**src/rtl/pixel_clk_gen.sv**
```systemverilog
// DDS pixel-clock synthesizer: a phase accumulator clocked by inclk0 produces a
// square-wave c0, a rising-edge strobe c0_en and a lock indicator.
module pixel_clk_gen #(
    parameter int                   ACC_WIDTH   = 32,
    parameter logic [ACC_WIDTH-1:0] FTW_DEFAULT = {1'b1, {(ACC_WIDTH-1){1'b0}}},
    parameter int                   LOCK_CYCLES = 16
) (
    input  logic                 inclk0,
    input  logic                 reset,
    input  logic [ACC_WIDTH-1:0] ftw_in,
    input  logic                 ftw_load,
    output logic                 c0,
    output logic                 c0_en,
    output logic                 locked,
    output logic [ACC_WIDTH-1:0] ftw_active
);

    localparam logic [ACC_WIDTH-1:0] NYQUIST  = {1'b1, {(ACC_WIDTH-1){1'b0}}};
    localparam logic [15:0]          LOCK_MAX = 16'(LOCK_CYCLES);

    // Tuning words above half the accumulator range would alias, so cap them there.
    function automatic logic [ACC_WIDTH-1:0] clamp_ftw(input logic [ACC_WIDTH-1:0] f);
        return (f > NYQUIST) ? NYQUIST : f;
    endfunction

    logic [ACC_WIDTH-1:0] acc;
    logic [ACC_WIDTH-1:0] next_acc;
    logic [15:0]          lock_cnt;
    logic [15:0]          lock_cnt_next;

    always_comb begin
        next_acc      = acc + ftw_active;
        lock_cnt_next = lock_cnt;
        if (ftw_load || (ftw_active == '0)) begin
            lock_cnt_next = '0;
        end else if (lock_cnt != LOCK_MAX) begin
            lock_cnt_next = lock_cnt + 16'd1;
        end
    end

    // The load edge still advances by the old word, keeping the phase continuous.
    always_ff @(posedge inclk0) begin
        if (reset) begin
            acc        <= '0;
            ftw_active <= clamp_ftw(FTW_DEFAULT);
            c0         <= 1'b0;
            c0_en      <= 1'b0;
            locked     <= 1'b0;
            lock_cnt   <= '0;
        end else begin
            acc      <= next_acc;
            c0       <= next_acc[ACC_WIDTH-1];
            c0_en    <= ~acc[ACC_WIDTH-1] & next_acc[ACC_WIDTH-1];
            lock_cnt <= lock_cnt_next;
            locked   <= (lock_cnt_next == LOCK_MAX) && (ftw_active != '0);
            if (ftw_load) begin
                ftw_active <= clamp_ftw(ftw_in);
            end
        end
    end

endmodule

```
**config.mk**
```make
export PLATFORM = sky130hd
export DESIGN_NAME = pixel_clk_gen
export DESIGN_NICKNAME = d
export VERILOG_FILES = /design/src/rtl/pixel_clk_gen.sv
export SDC_FILE = /design/constraint.sdc
export NUM_CORES = 1
export LEC_CHECK = 0
export ABC_AREA = 0
export CAP_MARGIN = 15
export CORE_AREA = 2 2 89 99
export DETAILED_ROUTE_END_ITERATION = 7
export DIE_AREA = 0 0 91 101
export GPL_TIMING_DRIVEN = 0
export PLACE_DENSITY = 0.93
export SETUP_SLACK_MARGIN = 0.02
export SYNTH_ARGS = -nofsm -noshare
export SYNTH_HDL_FRONTEND = slang
export SYNTH_SLANG_ARGS = --single-unit
```
**constraint.sdc**
```tcl
create_clock -name inclk0 -period 5.78 [get_ports inclk0]
set_input_delay 1.156 -clock inclk0 [delete_from_list [all_inputs] [get_ports inclk0]]
set_output_delay 1.156 -clock inclk0 [all_outputs]
set_load 0.05 [all_outputs]
```
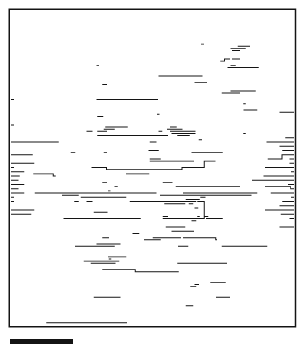
run_1/met3.png
Bar = 20 µm.
- main direction: horizontal
- wire length on this layer: 839 µm
detailed-route via count: 4579
routing usage on met3: 5.46%

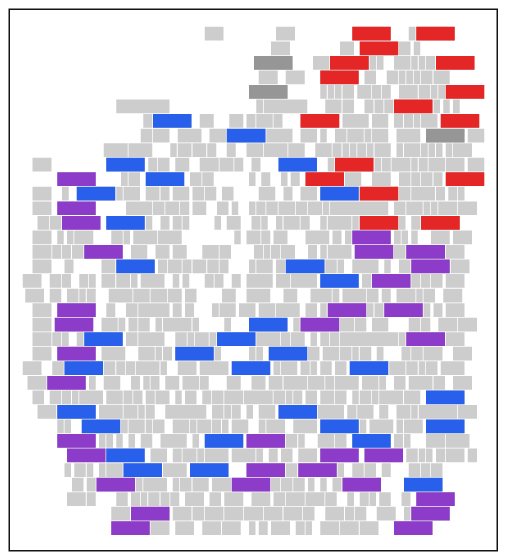
run_1/registers.png
- red: lock_cnt (placed flops 16; where top right)
- blue: acc (placed flops 31)
- purple: ftw_active (placed flops 32)
seq pwr: 0.000608 W
sequential cell area in the final layout: 1640 µm²
flop share of the area: 28.6%

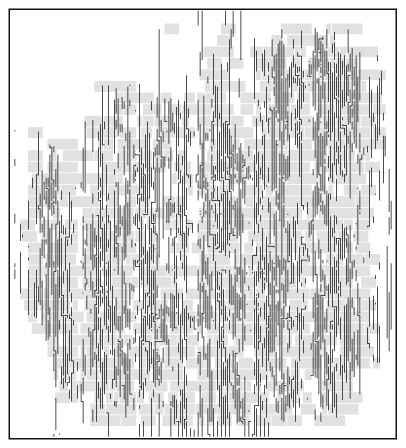
run_1/met2.png
- wire length on this layer: 6280 µm
- nets with wire on the layer: 642
- share of all routed wire: 49%
grt met2 use: 50.2%
total wire length: 12800 µm

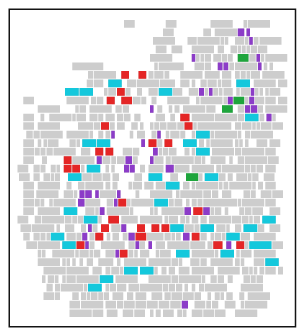
run_1/gate_families.png
- cyan: adder and majority cells (cells 34; most used ha_1)
- green: multiplexers (cells 4; most used mux2i_1)
- red: AND-OR and OR-AND gates (cells 29; most used a21o_1)
- purple: NAND gates (cells 47; most used nand2_1)
Cell Count, Final, Fillers Out: 761
most numerous logic cell after layout: sky130_fd_sc_hd__nor2_1

==> summary.txt, run 1 <==
Synth Flop Type: sky130_fd_sc_hd__dfxtp_1
Highest cell delay on the worst timing path: 590 ps
Global-route wire length before repair: 21100 µm
Met1 usage in global routing: 34.1%
Fraction of area in non-clock buffers: 13.3%
Endpoint required time on the critical path: 6070 ps
CTS buffer count: 9
Worst setup path startpoint: ftw_in[16]
Ao+oa area frac: 20.3%
DRT iter0 DRCs: 254
Clkbuf count: 10
Total count of hold-check failures in the final report: 0
Slew headroom: 55.9%
Max-area cell share: 34.9%
Count leader, synth: sky130_fd_sc_hd__nor2_1
Start point of the worst min-delay path: c0
Sequential area share after synthesis: 34.9%
Avg WL per Cell: 16.8 µm
Total nets after synthesis: 634
Status: finished clean
Root buffer cell: sky130_fd_sc_hd__clkbuf_8
Top cells by instance count after synthesis: 90 x sky130_fd_sc_hd__nor2_1, 82 x sky130_fd_sc_hd__dfxtp_1, 60 x sky130_fd_sc_hd__a21oi_1
Postcts setup bufs: 0
# hold bufs at CTS: 0
Worst-case hold path end point: c0_en
Max-cap violation count: 0
Worst slack, placed: 2190 ps
Power attributed to the clock group: 0.000461 W
Worst Max-Slew Pin Slew: 661 ps
Reg-to-reg setup timing slack: 3060 ps
Die Outline Area: 9190 µm²
Placed cell count: 745
Largest net degree at the start of global routing: 15
Combined area of the multi-input logic cells: 2940 µm²
Crit path capture type: flip-flop
Layout overhead on the synthesized area: 22.3%
Weighted congestion reported at the end of routability-driven placement: 0.928
CTS clock-pin slew for the worst setup and hold paths: 80 ps
Portion of the clock cycle consumed by the worst path in the final layout: 58.4%
Number of flip-flops and latches: 82
Combinational share of power: 17.5%
Final #Nets: 714
Area of the synthesized netlist per yosys stat: 4700 µm²
Unrepaired setup endpoints after global routing: false
Synthesized netlist cell count: 565
Post-route cell area: 5750 µm²
DRC violations left: 0
Met3 routed WL: 839 µm
Diode count: 0
Area fraction in mux cells: 0.879%
Max Used Layer: met4
Wire length the detailed router placed on met1: 5270 µm
Die Span X: 91 µm
Nonclk inv count: 13
Switching pwr: 0.000369 W
Worst R2R Start: ftw_active[0]
Worst path bufs/invs: 3
Area of the core: 8230 µm²
Achievable clock frequency: 296 MHz
Post-DP HPWL: 9710 µm
Number of filler instances in the final layout: 626
Shortest period the worst path allows: 3380 ps
Total power after layout: 0.00130 W
Cell class ranked first by area: logic gates
Top power group: sequential cells
Number of top-level pins: 70
Total standard cell area after synthesis: 4700 µm²
Total clock sinks: 82
Reported combinational group power: 0.000226 W
Switching power share of the total: 28.5%
Count of library flops with an enable pin: 0
Final-report setup violation count: 0
Power density over cell area: 225 nW/µm²
Resized cells post-CTS: 0
Count of input and output buffers: 69
Slowest stage cell on the critical path: sky130_fd_sc_hd__nor4_1
Reg-to-reg endpoint: acc[28]
Vias in the first global route: 4485
Antenna viol nets, final: 0
Number of tapcells: 111
Area share of xor/xnor cells in the synthesized design: 7.56%
Maximum VDD drop: 0.144 mV
Final standard cell utilization of the core: 69.8%
Share of cells above drive strength 1: 3.54%
Cell-internal power: 0.000927 W
CTS Buffer Depth: 2
OpenROAD warnings: 27
Detailed Routing Iterations Pass 1: 5
Overall fraction of global-route tracks in use: 28.6%
Top fanout value on the critical path: 10
Number of antenna violations at the first check in global routing: 0
Post-synthesis async set-or-reset flop share: 0%
Most area-consuming cells after synthesis: sky130_fd_sc_hd__dfxtp_1 35%, sky130_fd_sc_hd__ha_1 8.8%, sky130_fd_sc_hd__nor2_1 7.2%
Leakage power of the design: 2.42 nW
Floorplan row count: 35
Most Frequent Cell on Critical Path: sky130_fd_sc_hd__clkbuf_1
Count of cells along the worst register-to-register path: 10
Category of cells accounting for the largest share of critical-path delay: buffers and inverters
Post-synthesis sequential element count: 82
Clock-cell share of area: 3.79%
Hold Worst Slack: 490 ps
[run 1: state kept, by name, summed over array words and instances (netlist names)]
signal / cells
acc: 31
c0: 1
c0_en: 1
ftw_active: 32
lock_cnt: 16
locked: 1
[run 1: worst max path at each step]
stage,endpoint,slack [ps],depth (start not counted)
5_1_grt,ftw_active[25],2380,9
6_report,ftw_active[0],2400,9
2_1_floorplan,acc[23],3060,9
3_3_place_gp,ftw_active[0],2260,9
3_5_place_dp,ftw_active[0],2190,9
4_1_cts,ftw_active[0],2540,9
[run 1: worst register-to-register path: cells and delay by family (launching register included)]
family,cells,cell delay (ps)
simple gates,2,380
fa+ha+maj,2,640
compound gates,6,1270
flops,1,350
run_1/final_congestion.png
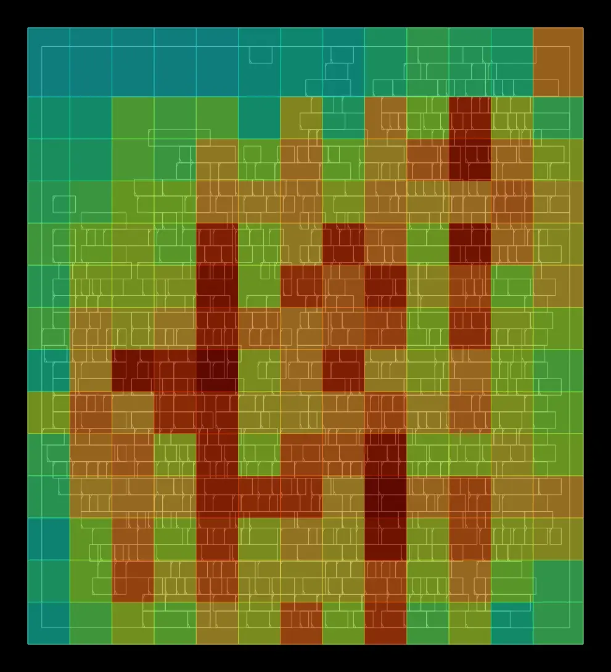

==> run 2: changes to the inputs <==
Settings changed: CORE_AREA 2 2 89 99 to 2 2 97 108, DIE_AREA 0 0 91 101 to 0 0 99 110, PLACE_DENSITY 0.93 to 0.84.
Clock period 5.78 ns to 2.9 ns, I/O delays scaled along.
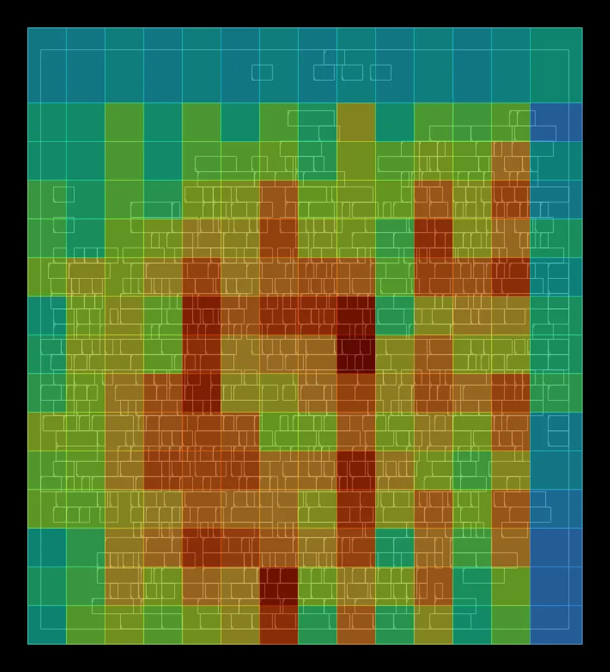
run_2/final_congestion.png
Avg WL per Cell: 15.8 µm
Most Crowded Layer GR: met2

==> summary.txt, run 2 <==
Worst Max-Slew Pin Slew: 588 ps (was 661 ps)
Synthesized netlist cell count: 565 (unchanged)
Top fanout value on the critical path: 7 (was 10)
Max-cap violation count: 0 (unchanged)
CP Capture Point: acc[23] (was ftw_active[0])
Total count of hold-check failures in the final report: 0 (unchanged)
Total standard cell area after synthesis: 4700 µm² (unchanged)
Power density over cell area: 422 nW/µm² (was 225 nW/µm²)
Total wire length: 12100 µm (was 12800 µm)
Vias in the first global route: 4252 (was 4485)
DRC violations left: 0 (unchanged)
Slew headroom: 60.8% (was 55.9%)
Layout overhead on the synthesized area: 21.7% (was 22.3%)
OpenROAD warnings: 27 (unchanged)
Met3 routed WL: 651 µm (was 839 µm)
Postcts setup bufs: 0 (unchanged)
Count of cells along the worst register-to-register path: 9 (was 10)
Shortest period the worst path allows: 2650 ps
Wire length the detailed router placed on met1: 5460 µm (was 5270 µm)
Largest net degree at the start of global routing: 16 (was 15)
Synth Flop Type: sky130_fd_sc_hd__dfxtp_1 (unchanged)
Top flop regs: ftw_active x32, acc x31, lock_cnt x16 (unchanged)
Ao+oa area frac: 20.3% (unchanged)
Detailed-route via count: 4418 (was 4579)
Placed cell count: 754 (was 745)
Worst slack, placed: -58.5 ps (was 2190 ps)
Overall fraction of global-route tracks in use: 22.8% (was 28.6%)
Max-area cell share: 34.9% (unchanged)
Most area-consuming cells after synthesis: sky130_fd_sc_hd__dfxtp_1 35%, sky130_fd_sc_hd__ha_1 8.8%, sky130_fd_sc_hd__nor2_1 7.2% (unchanged)
Met1 usage in global routing: 28.7% (was 34.1%)
Highest cell delay on the worst timing path: 370 ps (was 590 ps)
Root buffer cell: sky130_fd_sc_hd__clkbuf_8 (unchanged)
Count of library flops with an enable pin: 0 (unchanged)
Area of the synthesized netlist per yosys stat: 4700 µm² (unchanged)
Worst setup path startpoint: ftw_active[8] (was ftw_in[16])
Maximum VDD drop: 0.276 mV (was 0.144 mV)
CTS Buffer Depth: 2 (unchanged)
Weighted congestion reported at the end of routability-driven placement: 0.909 (was 0.928)
Top register by number of flip-flops: ftw_active (unchanged)
Worst path bufs/invs: 0 (was 3)
Total clock sinks: 82 (unchanged)
Leakage power of the design: 2.40 nW (was 2.42 nW)
Fraction of area in non-clock buffers: 13.3% (about the same)
Combined area of the multi-input logic cells: 2940 µm² (unchanged)
Worst R2R Start: ftw_active[8] (was ftw_active[0])
Clkbuf count: 9 (was 10)
Area of the core: 9750 µm² (was 8230 µm²)
Start point of the worst min-delay path: c0 (unchanged)
Die Span X: 99 µm (was 91 µm)
Total nets after synthesis: 634 (unchanged)
Diode count: 0 (unchanged)
Area fraction in mux cells: 0.879% (unchanged)
CTS buffer count: 9 (unchanged)
Most numerous logic cell after layout: sky130_fd_sc_hd__nor2_1 (unchanged)
Flop share of the area: 28.7% (was 28.6%)
Post-route cell area: 5720 µm² (was 5750 µm²)
Count leader, synth: sky130_fd_sc_hd__nor2_1 (unchanged)
Portion of the clock cycle consumed by the worst path in the final layout: 91.4%
Detailed Routing Iterations Pass 1: 4 (was 5)
Status: finished clean (unchanged)
Total number of cells along the worst setup path: 9 (unchanged)
Post-DP HPWL: 9340 µm (was 9710 µm)
Routing usage on met3: 4.22% (was 5.46%)
Max Used Layer: met4 (unchanged)
Area share of xor/xnor cells in the synthesized design: 7.56% (unchanged)
Achievable clock frequency: 377 MHz
Count of input and output buffers: 69 (unchanged)
CTS clock-pin slew for the worst setup and hold paths: 80 ps (about the same)
Post-synthesis sequential element count: 82 (unchanged)
Share of cells above drive strength 1: 3.69% (was 3.54%)
Number of antenna violations at the first check in global routing: 0 (unchanged)
Reg-to-reg endpoint: acc[23] (was acc[28])
Die Outline Area: 10900 µm² (was 9190 µm²)
Top cells by instance count after synthesis: 90 x sky130_fd_sc_hd__nor2_1, 82 x sky130_fd_sc_hd__dfxtp_1, 60 x sky130_fd_sc_hd__a21oi_1 (unchanged)
Final-report setup violation count: 0 (unchanged)
Number of top-level pins: 70 (unchanged)
Max FFs per register: 32 (unchanged)
Category of cells accounting for the largest share of critical-path delay: AND-OR/OR-AND gates (was buffers and inverters)
Post-synthesis async set-or-reset flop share: 0% (unchanged)
Floorplan row count: 38 (was 35)
Nonclk inv count: 13 (unchanged)
Hold Worst Slack: 473 ps (was 490 ps)
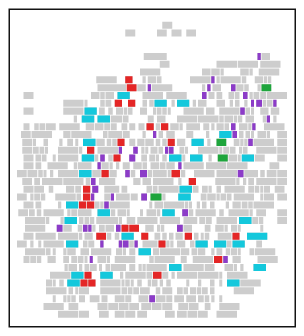
run_2/gate_families.png
- purple: NAND gates (cells 47; most used nand2_1)
- cyan: adder and majority cells (cells 34; most used ha_1)
- green: multiplexers (cells 4; most used mux2i_1; where right middle)
- red: AND-OR and OR-AND gates (cells 29; most used a21o_1)
Cell Count, Final, Fillers Out: 770
multi-input combinational area share: 51.4%

==> run 2: cell count changes in the layout (fill, tap and decap cells not counted) <==
| cell | before | now |
|---|---|---|
| sky130_fd_sc_hd__clkinv_2 | 1 | 2 |
| sky130_fd_sc_hd__clkbuf_1 | 19 | 18 |
| sky130_fd_sc_hd__bufinv_16 | 2 | 0 |
| sky130_fd_sc_hd__inv_8 | 0 | 1 |
| sky130_fd_sc_hd__clkinv_4 | 1 | 2 |
| sky130_fd_sc_hd__clkinvlp_4 | 1 | 2 |
| sky130_fd_sc_hd__inv_6 | 1 | 0 |
==> run 2: power breakdown <==
group          switching [W]  internal [W]  total [W]  leakage, nW
registers          0.0000380       0.00117    0.00121        0.668
clock network       0.000441      0.000316   0.000757       0.0871
logic               0.000261      0.000184   0.000444         1.64
Power figures rest on the tool's default switching activity, not on a simulated workload.
